## config.mk

```make
export PLATFORM = sky130hd
export DESIGN_NAME = tp_mem_pp
export DESIGN_NICKNAME = d
export VERILOG_FILES = /design/src/rtl/tp_mem_pp.sv
export SDC_FILE = /design/constraint.sdc
export NUM_CORES = 1
export LEC_CHECK = 0
export CAP_MARGIN = 40
export CORE_MARGIN = 4
export CORE_UTILIZATION = 63
export DETAILED_ROUTE_END_ITERATION = 8
export PLACE_DENSITY = 0.79
export SLEW_MARGIN = 20
export SYNTH_ARGS = -nofsm -noshare
export SYNTH_HDL_FRONTEND = slang
export SYNTH_SLANG_ARGS = --single-unit
```

## constraint.sdc

```tcl
create_clock -name clk -period 3 [get_ports clk]
set_clock_uncertainty 0.15 [all_clocks]
set_input_delay 0.3 -clock clk [delete_from_list [all_inputs] [get_ports clk]]
set_output_delay 0.3 -clock clk [all_outputs]
set_load 0.02 [all_outputs]
```

## src/rtl/tp_mem_pp.sv

```systemverilog
// rtl/tp_mem_pp.sv - ping-pong N x N transpose buffer with ready/valid streams
// Define TP_ZIGZAG_EN to read in JPEG zig-zag order instead of the transpose (N must be 8).
module tp_mem_pp #(
    parameter int BW = 10,
    parameter int N  = 8
) (
    input  logic          clk,
    input  logic          rst,
    input  logic [BW-1:0] data_in,
    input  logic          in_enb,
    output logic          in_rdy,
    output logic [BW-1:0] data_out,
    output logic          out_enb,
    input  logic          out_rdy,
    output logic          out_last,
    output logic          ovf
);

    localparam int AW = $clog2(N * N);
    localparam int LN = $clog2(N);
    localparam logic [AW-1:0] LAST = AW'(N * N - 1);

    logic [BW-1:0] mem [2][N*N];
    logic [1:0]    full;
    logic          wr_bank;
    logic          rd_bank;
    logic [AW-1:0] wr_cnt;
    logic [AW-1:0] rd_cnt;
    logic [AW-1:0] rd_addr;
    logic          wr_en;
    logic          wr_done;
    logic          rd_ld;
    logic          rd_done;

`ifdef TP_ZIGZAG_EN
    if (N != 8) begin : g_zz_bad
        $error("tp_mem_pp: TP_ZIGZAG_EN requires N == 8");
    end

    // Walk the anti-diagonals, alternating direction, to list raster addresses in zig-zag order.
    function automatic logic [N*N*AW-1:0] zz_table();
        logic [N*N*AW-1:0] t;
        int k, lo, hi, r;
        t = '0;
        k = 0;
        for (int s = 0; s < 2 * N - 1; s++) begin
            lo = (s > N - 1) ? s - (N - 1) : 0;
            hi = (s < N - 1) ? s : N - 1;
            for (int i = 0; i < N; i++) begin
                if (i <= hi - lo) begin
                    r = (s % 2 == 1) ? lo + i : hi - i;
                    t[k*AW +: AW] = AW'(r * N + (s - r));
                    k++;
                end
            end
        end
        return t;
    endfunction

    localparam logic [N*N*AW-1:0] ZZ = zz_table();

    assign rd_addr = ZZ[rd_cnt*AW +: AW];
`else
    // Swapping row and column fields of the raster index gives the transposed address.
    assign rd_addr = {rd_cnt[LN-1:0], rd_cnt[AW-1:LN]};
`endif

    assign in_rdy  = !full[wr_bank];
    assign wr_en   = in_enb && in_rdy;
    assign wr_done = wr_en && (wr_cnt == LAST);
    assign rd_ld   = full[rd_bank] && (!out_enb || out_rdy);
    assign rd_done = rd_ld && (rd_cnt == LAST);

    always_ff @(posedge clk) begin
        if (wr_en) begin
            mem[wr_bank][wr_cnt] <= data_in;
        end
    end

    // Write completion and read release always target different banks, so both may fire together.
    always_ff @(posedge clk or negedge rst) begin
        if (!rst) begin
            full    <= 2'b00;
            wr_bank <= 1'b0;
            rd_bank <= 1'b0;
            wr_cnt  <= '0;
            rd_cnt  <= '0;
        end else begin
            if (wr_en) begin
                wr_cnt <= wr_cnt + 1'b1;
            end
            if (wr_done) begin
                full[wr_bank] <= 1'b1;
                wr_bank       <= !wr_bank;
            end
            if (rd_ld) begin
                rd_cnt <= rd_cnt + 1'b1;
            end
            if (rd_done) begin
                full[rd_bank] <= 1'b0;
                rd_bank       <= !rd_bank;
            end
        end
    end

    always_ff @(posedge clk or negedge rst) begin
        if (!rst) begin
            data_out <= '0;
            out_enb  <= 1'b0;
            out_last <= 1'b0;
            ovf      <= 1'b0;
        end else begin
            ovf <= in_enb && !in_rdy;
            if (rd_ld) begin
                data_out <= mem[rd_bank][rd_addr];
                out_enb  <= 1'b1;
                out_last <= (rd_cnt == LAST);
            end else if (out_enb && out_rdy) begin
                out_enb  <= 1'b0;
                out_last <= 1'b0;
            end
        end
    end

endmodule

```

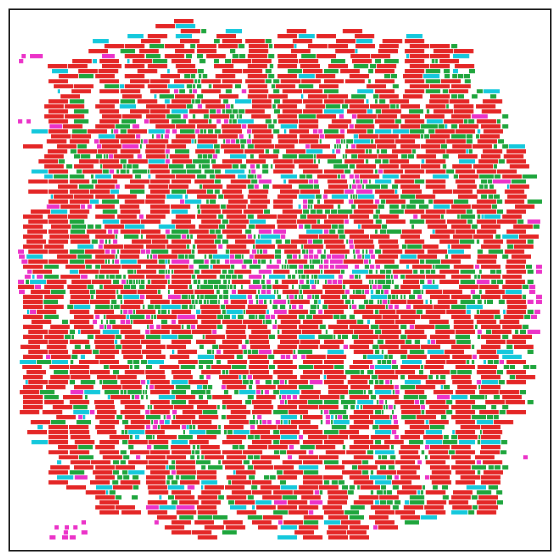
(run_1/placement_by_type.png)
green -> combinational and other logic  # cells 1124, share of their area 19%
red -> sequential cells  # cells 1309, share of their area 68%
magenta -> remaining buffers and delay cells  # cells 326, share of their area 5.3%
cyan -> clock drivers and dummy loads  # cells 225, share of their area 7.0%

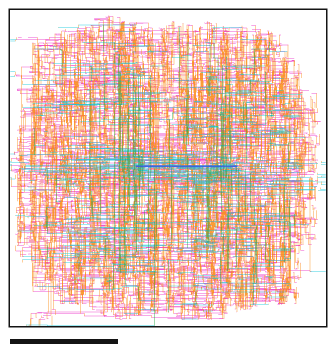
(run_1/wires.png)
The bar under the picture is 100 um long.
orange -> metal 2  # wire length 58.4 mm
cyan -> metal 3  # wire length 14200 um
magenta -> metal 1  # wire length 44.9 mm
green -> metal 4  # wire length 5050 um
blue -> metal 5  # wire length 92.9 um
WL per Instance: 30.3 um
GRT Overall Usage: 28.7%

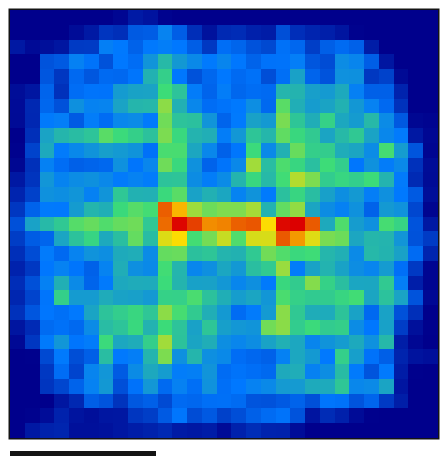
(run_1/metal_density.png)
The bar under the picture is 100 um long. The die is cut into 29 by 29 equal tiles; dark blue is low, red is high, scaled to the fullest tile. Values are wire area over tile area, all layers added.
fullest tile = 0.90
nearly empty tiles = 12%
densest ninth of the die = centre
vias post-DR: 27.3k
total length of routed wires: 123000 um

==> impl_metrics.env, run 1 <==
# physical design summary
export IMPL_outcome="finished with violations"
export IMPL_failed_checks="negative setup slack"
export IMPL_ioPinCount=28
export IMPL_netlist_area_leader_share_pct=75.1
export IMPL_worst_setup_path_type="flip-flop to flip-flop"
export IMPL_fin_crit_ns=3.02
export IMPL_hpwlAfterDp_um=74500
export IMPL_seq_area_sq_um=39200
export IMPL_clk_share_pct=6.82
export IMPL_setup_violations=2
export IMPL_area_growth_pct=14.4
export IMPL_largest_area_cell="edfxtp_1"
export IMPL_regMostFlops="mem"
export IMPL_largest_register_ff_count=1280
export IMPL_maxPowerGroup="sequential cells"
export IMPL_netSwitchingFraction_pct=21.6
export IMPL_r2r_start="rd_bank$_DFFE_PN0P_"
export IMPL_relSlewSlack_pct=40.0
export IMPL_fillCellCount=4385
export IMPL_hold_violations=0
export IMPL_post_cts_buffers=1
export IMPL_ys_seq_share_pct=76.5
export IMPL_p_leak_nw=20.6
export IMPL_p_seq_share_pct=54.2
export IMPL_tightest_slew_ns=0.900
export IMPL_ant_nets=0
export IMPL_hold_slack_ns=0.0237
export IMPL_reg2reg_depth=8
export IMPL_lay_top_count="edfxtp_1"
export IMPL_fin_ws_ns=-0.0243
export IMPL_logic_family="multiplexers"
export IMPL_final_cells=4044
export IMPL_dieWidth_um=293
export IMPL_nets=2898
==> run 2, diff against run 1 <==
Settings changed: HOLD_SLACK_MARGIN from default to 0.03.
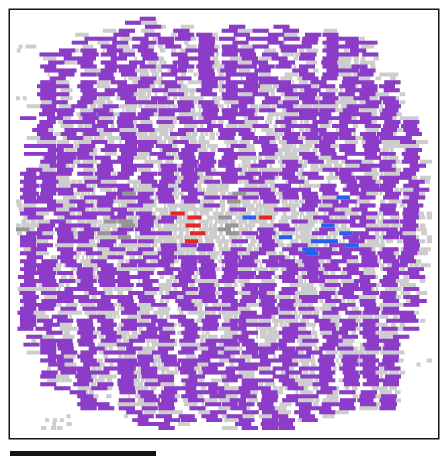
(run_2/flops_by_reg.png)
The bar under the picture is 100 um long. Other sequential cells in the stronger grey, the rest of the logic in the fainter grey.
blue -> data_out  # placed flops 10, where east
red -> rd_cnt  # placed flops 6, where centre
purple -> mem  # placed flops 1280, where widely spread
not coloured = 13
Final Util: 72.7%
Seq area share: 66.9%
Reg area: 39200 sq um
sequential cell power: 20.7 mW

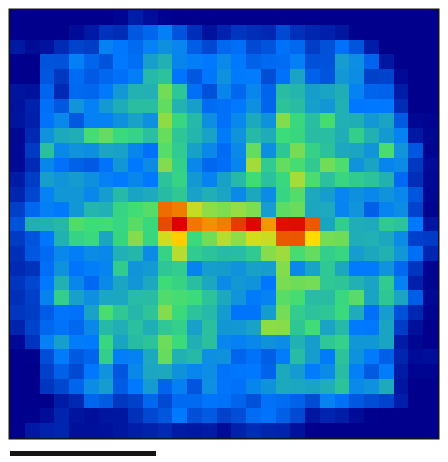
(run_2/metal_density.png)
The bar under the picture is 100 um long. The die is cut into 29 by 29 equal tiles; dark blue is low, red is high, scaled to the fullest tile. Values are wire area over tile area, all layers added.
densest ninth of the die = centre
fullest tile = 0.89
tiles over half the peak = 9.9%

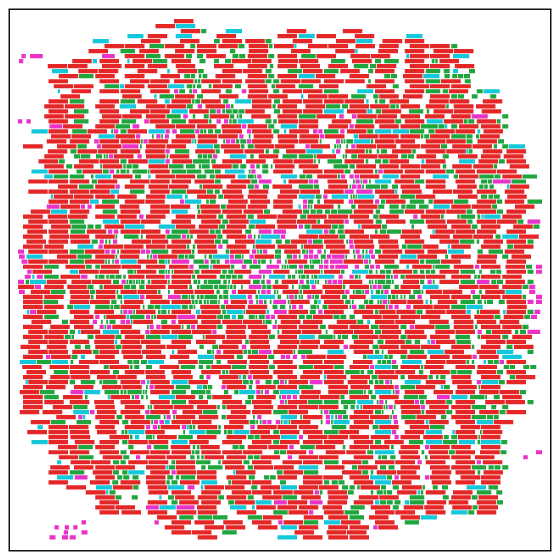
(run_2/placement_by_type.png)
magenta -> remaining buffers and delay cells  # cells 327, share of their area 5.3%
cyan -> clock drivers and dummy loads  # cells 225, share of their area 7.0%
green -> combinational and other logic  # cells 1124, share of their area 19%
red -> sequential cells  # cells 1309, share of their area 68%

==> impl_metrics.env, run 2 <==
# physical design summary
export IMPL_p_leak_nw=20.6
export IMPL_final_cells=4045
export IMPL_dieWidth_um=293
export IMPL_netlist_area_leader_share_pct=75.1
export IMPL_wirelength_um=123000
export IMPL_p_seq_share_pct=54.2
export IMPL_reg2reg_depth=10
export IMPL_fillCellCount=4384
export IMPL_setup_violations=1
export IMPL_ys_seq_share_pct=76.5
export IMPL_nets=2899
export IMPL_netSwitchingFraction_pct=21.6
export IMPL_relSlewSlack_pct=41.3
export IMPL_area_growth_pct=14.4
export IMPL_outcome="finished with violations"
export IMPL_fin_ws_ns=-0.0150
export IMPL_num_vias=27286
export IMPL_maxPowerGroup="sequential cells"
export IMPL_wl_per_cell_um=30.3
export IMPL_r2r_start="rd_bank$_DFFE_PN0P_"
export IMPL_lay_top_count="edfxtp_1"
export IMPL_logic_family="multiplexers"
export IMPL_hold_violations=0
export IMPL_failed_checks="negative setup slack"
No activity file was given, so power comes from the tool's default toggle rates.
